Figure 1. Placement by cell class.
Fill, decap, tap and diode cells in grey.
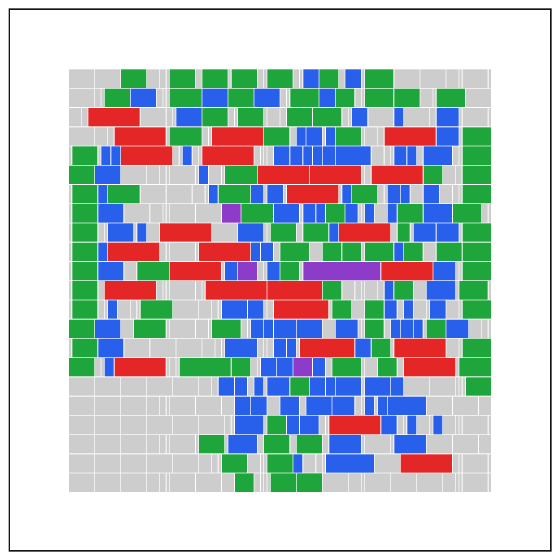
Figure 2. Port wiring.
Bar = 20 µm.
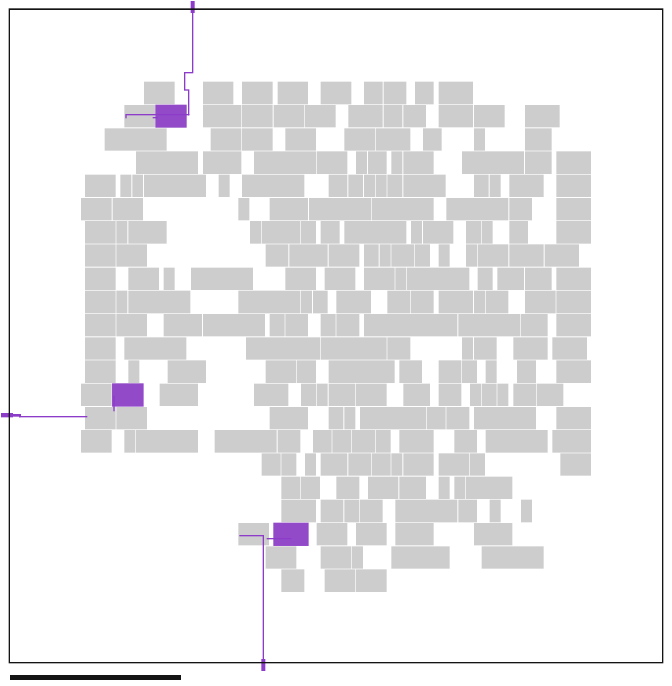
Figure 3. Supply network.
Bar = 20 µm. Pins as bars on the die edge. Tap cells in grey.
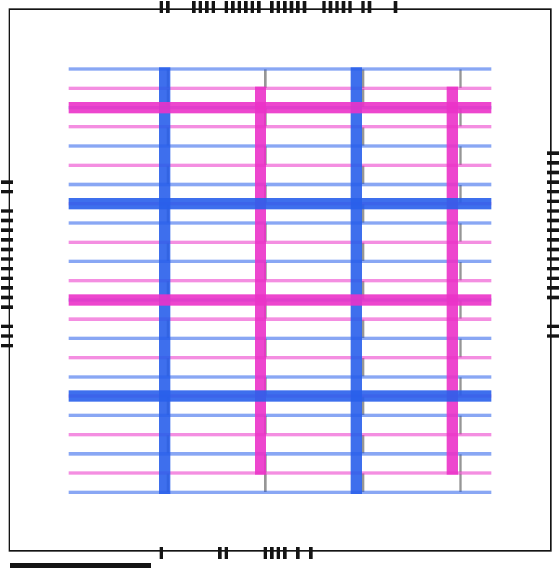
<file path="config.mk">
export PLATFORM = sky130hd
export DESIGN_NAME = escalonador_calculadora
export DESIGN_NICKNAME = d
export VERILOG_FILES = /design/src/rtl/escalonador_calculadora_pkg.sv /design/src/rtl/escalonador_calculadora_arbitro_rr2.sv /design/src/rtl/escalonador_calculadora.sv
export SDC_FILE = /design/constraint.sdc
export NUM_CORES = 1
export LEC_CHECK = 0
export CAP_MARGIN = 10
export CORE_MARGIN = 8
export CORE_UTILIZATION = 35
export CTS_CLUSTER_DIAMETER = 50
export CTS_CLUSTER_SIZE = 24
export DETAILED_ROUTE_END_ITERATION = 16
export GPL_ROUTABILITY_DRIVEN = 0
export PLACE_DENSITY = 0.83
export SLEW_MARGIN = 20
export SYNTH_ARGS = -nofsm -noshare
export SYNTH_HDL_FRONTEND = slang
export SYNTH_SLANG_ARGS = --single-unit
export TNS_END_PERCENT = 20
</file>
<file path="constraint.sdc">
create_clock -name clk -period 1.75 [get_ports clk]
set_input_delay 0.4375 -clock clk [delete_from_list [all_inputs] [get_ports clk]]
set_output_delay 0.4375 -clock clk [all_outputs]
set_load 0.02 [all_outputs]
</file>
<file path="src/rtl/escalonador_calculadora_pkg.sv">
// Shared definitions for the calculator scheduler: FSM encodings and
// calculator operation codes (defaults and the codes benches exercise).
package escalonador_calculadora_pkg;

    // Scheduler FSM encodings
    localparam logic [2:0] S_IDLE  = 3'd0;
    localparam logic [2:0] S_CLEAR = 3'd1;
    localparam logic [2:0] S_ISSUE = 3'd2;
    localparam logic [2:0] S_WAIT  = 3'd3;
    localparam logic [2:0] S_RESP  = 3'd4;

    // Calculator operation codes
    localparam logic [2:0] NOP_CODE_DEF = 3'b000;
    localparam logic [2:0] CLR_CODE_DEF = 3'b001;
    localparam logic [2:0] ADD_CODE     = 3'b010;
    localparam logic [2:0] SUB_CODE     = 3'b011;

endpackage

</file>
<file path="src/rtl/escalonador_calculadora_arbitro_rr2.sv">
// Two-way combinational grant: the requester holding priority wins when it
// is valid, otherwise the other one is granted if it is valid.
module arbitro_rr2 (
    input  logic valid0,
    input  logic valid1,
    input  logic prio,
    output logic grant_valid,
    output logic grant_id
);

    logic prio_valid;

    assign prio_valid  = prio ? valid1 : valid0;
    assign grant_valid = valid0 | valid1;
    assign grant_id    = prio_valid ? prio : ~prio;

endmodule

</file>
<file path="src/rtl/escalonador_calculadora.sv">
// Round-robin scheduler that locks one shared accumulator calculator to a
// single requester for a whole command burst, clears it first, collects the
// final result after a fixed latency and returns it on the owner's response.
module escalonador_calculadora
    import escalonador_calculadora_pkg::*;
#(
    parameter int         RESULT_LAT = 2,
    parameter logic [2:0] NOP_CODE   = NOP_CODE_DEF,
    parameter logic [2:0] CLR_CODE   = CLR_CODE_DEF
) (
    input  logic       clk,
    input  logic       reset,
    input  logic       req0_valid,
    output logic       req0_ready,
    input  logic [2:0] req0_codigo,
    input  logic [7:0] req0_entrada,
    input  logic       req0_last,
    input  logic       req1_valid,
    output logic       req1_ready,
    input  logic [2:0] req1_codigo,
    input  logic [7:0] req1_entrada,
    input  logic       req1_last,
    output logic       rsp0_valid,
    input  logic       rsp0_ready,
    output logic [7:0] rsp0_dado,
    output logic       rsp1_valid,
    input  logic       rsp1_ready,
    output logic [7:0] rsp1_dado,
    output logic [2:0] calc_codigo,
    output logic [7:0] calc_entrada,
    input  logic [7:0] calc_saida
);

    localparam int CW = $clog2(RESULT_LAT + 1);

    logic [2:0]    state;
    logic          owner;
    logic          prio;
    logic [CW-1:0] cnt;
    logic [7:0]    dado;

    logic          grant_valid;
    logic          grant_id;

    // Owner-side views of the request/response channels
    logic          cur_valid;
    logic [2:0]    cur_codigo;
    logic [7:0]    cur_entrada;
    logic          cur_last;
    logic          cur_rsp_ready;
    logic          handshake;

    arbitro_rr2 u_arbitro (
        .valid0      (req0_valid),
        .valid1      (req1_valid),
        .prio        (prio),
        .grant_valid (grant_valid),
        .grant_id    (grant_id)
    );

    assign cur_valid     = owner ? req1_valid   : req0_valid;
    assign cur_codigo    = owner ? req1_codigo  : req0_codigo;
    assign cur_entrada   = owner ? req1_entrada : req0_entrada;
    assign cur_last      = owner ? req1_last    : req0_last;
    assign cur_rsp_ready = owner ? rsp1_ready   : rsp0_ready;

    // Ready depends only on state/owner so requesters may wait on it freely
    assign req0_ready = (state == S_ISSUE) && !owner;
    assign req1_ready = (state == S_ISSUE) &&  owner;
    assign handshake  = (state == S_ISSUE) && cur_valid;

    // Non-owner response is forced to zero, not just invalid
    assign rsp0_valid = (state == S_RESP) && !owner;
    assign rsp1_valid = (state == S_RESP) &&  owner;
    assign rsp0_dado  = rsp0_valid ? dado : 8'd0;
    assign rsp1_dado  = rsp1_valid ? dado : 8'd0;

    // Scheduler FSM; the calc bus falls back to NOP/0 unless a state drives it
    always_ff @(posedge clk) begin
        if (reset) begin
            state        <= S_IDLE;
            owner        <= 1'b0;
            prio         <= 1'b0;
            cnt          <= '0;
            dado         <= 8'd0;
            calc_codigo  <= NOP_CODE;
            calc_entrada <= 8'd0;
        end else begin
            calc_codigo  <= NOP_CODE;
            calc_entrada <= 8'd0;
            case (state)
                S_IDLE: begin
                    if (grant_valid) begin
                        owner <= grant_id;
                        state <= S_CLEAR;
                    end
                end
                S_CLEAR: begin
                    calc_codigo <= CLR_CODE;
                    state       <= S_ISSUE;
                end
                S_ISSUE: begin
                    // A stalled owner keeps the lock; the bus carries NOPs meanwhile
                    if (handshake) begin
                        calc_codigo  <= cur_codigo;
                        calc_entrada <= cur_entrada;
                        if (cur_last) begin
                            cnt   <= CW'(RESULT_LAT);
                            state <= S_WAIT;
                        end
                    end
                end
                S_WAIT: begin
                    // cnt reaches zero exactly when the last command's result is on calc_saida
                    if (cnt == '0) begin
                        dado  <= calc_saida;
                        state <= S_RESP;
                    end else begin
                        cnt <= cnt - CW'(1);
                    end
                end
                S_RESP: begin
                    if (cur_rsp_ready) begin
                        prio  <= ~owner;
                        state <= S_IDLE;
                    end
                end
                default: state <= S_IDLE;
            endcase
        end
    end

endmodule

</file>
==> flow_metrics.py <==
# Generated from Yosys and OpenROAD reports
metrics = {
    "worst_hold_path": {
        "whs_endpoint": "dado[2]",
        "hold_start": "dado[2]",
        "min_path_type": "reg -> reg",
    },
    "setup_path": {
        "path_buffers": 2,
        "critPathLaunchType": "flop",
        "endpoint_kind": "primary output",
        "regToRegStartpoint": "owner",
        "r2r_cells": 5,
        "max_stage_delay_ns": 0.37,
        "cp_slowest_cell": "dfxtp_2",
        "criticalPathCategory": "reg -> out",
    },
    "drt": {
        "wirelength_um": 3920,
        "drc": 0,
        "drtIter0Drc": 70,
        "via_count": 1352,
    },
    "floorplanning": {
        "row_count": 22,
    },
    "final_timing": {
        "max_freq_ghz": 0.506,
        "maxSlewViolCount": 0,
        "setup_viol": 19,
        "fin_skew_ns": 0.00377,
        "setup_tns_ns": -3.22,
        "finalWorstSetupSlack_ns": -0.225,
        "worst_pin_slew_ns": 0.363,
    },
    "global_route": {
        "overflow": 0,
        "track_usage_pct": 13.4,
    },
    "synth": {
        "synthTopCellsByCount": "dfxtp_1, nand2_1, a21oi_1, nor2_1",
        "synthSimpleGateAreaFrac_pct": 29.7,
        "yosys_most_used_dff": "dfxtp_1",
        "yosys_warnings": 0,
        "area_leaders": "dfxtp_1, mux2i_1, nand2_1",
    },
    "placement": {
        "place_area_mm2": 0.00211,
    },
    "power": {
        "p_per_area_mw_per_mm2": 626,
    },
    "layout": {
        "fin_nets": 273,
        "drive_gt1_share_pct": 29.2,
    },
    "outcome": {
        "violations": "negative setup slack",
        "status": "finished with violations",
    },
}
Back to the opening pictures, Figure 1:
legend:
  clock drivers and dummy loads:
    colour: purple
    cells: 4
  all other logic:
    colour: blue
    cells: 113
  other buffers and delay cells:
    colour: green
    cells: 90
  flip-flops:
    colour: red
    cells: 26

Back to the opening pictures, Figure 2:
legend:
  req0_codigo:
    colour: purple
    bits: 3
    direction: input
    end_cells: 3
    wire: 51.9 µm

Back to the opening pictures, Figure 3:
legend:
  VDD:
    colour: magenta
  VSS:
    colour: blue
met1 rails: 23
met4 straps: 4
Die W: 76.4 µm
floorplan core area: 0.00358 mm²
Die Y: 76.4 µm

## final cells by class
cell class              instances  area (µm²)
repair buffers                 90         906
clock buffers                   3        22.5
inverters                       5        18.8
multi-input cells             108         737
flip-flops and latches         26         528
well taps                      48        60.1
fillers                       287        1280
clock inverters                 1        30.0
## registers in the layout, summed over array words and instances (netlist names)
register	cells
owner	1
cnt	2
state	3
calc_entrada	8
dado	8
prio	1
calc_codigo	3
## cells by family (layout without fill, tap and decap cells)
| group | after synthesis | count (layout) |
|---|---|---|
| AOI/OAI and AO/OA | 23 | 23 |
| adders and majority gates | 1 | 1 |
| buffers and inverters | 14 | 99 |
| DFF | 26 | 26 |
| muxes | 13 | 13 |
| and+or+nand+nor | 71 | 71 |
## layer usage
| layer | global-route usage [%] | share of wire (%) | up-vias | wire length (µm) |
|---|---|---|---|---|
| met5 | 0 | 0 | - | 0 |
| met4 | 5.96 | 2.3 | 0 | 92 |
| met3 | 3.30 | 6.5 | 8 | 254 |
| met2 | 24.3 | 52 | 53 | 2050 |
| met1 | 14.1 | 39 | 612 | 1530 |
| li1 | - | - | 679 | - |
## timing repair
action	in CTS	in global routing
pin swaps	2	10
cloned	1	0
endpoints found under the setup margin	21	31
setup buffers	2	2
gates resized	122	28
## worst max path at each step
stage | start | endpoint | slack, ns | cells after the start
finish | state[0] | rsp0_dado[1] | -0.22 | 5
global placement | state[0] | rsp0_dado[3] | -0.23 | 5
CTS | state[1] | rsp0_dado[7] | -0.21 | 5
global route | state[0] | rsp0_dado[7] | -0.29 | 5
detailed placement | state[0] | rsp0_dado[2] | -0.27 | 5
floorplan | state[2] | rsp0_dado[0] | 0.07 | 4
## report_power, final
group	switching, mW	internal, mW	total, mW
sequential	0.0213	0.623	0.645
combinational	0.169	0.211	0.380
clock	0.185	0.232	0.417
total	0.375	1.07	1.44
Power is estimated from default activity; no workload was simulated.
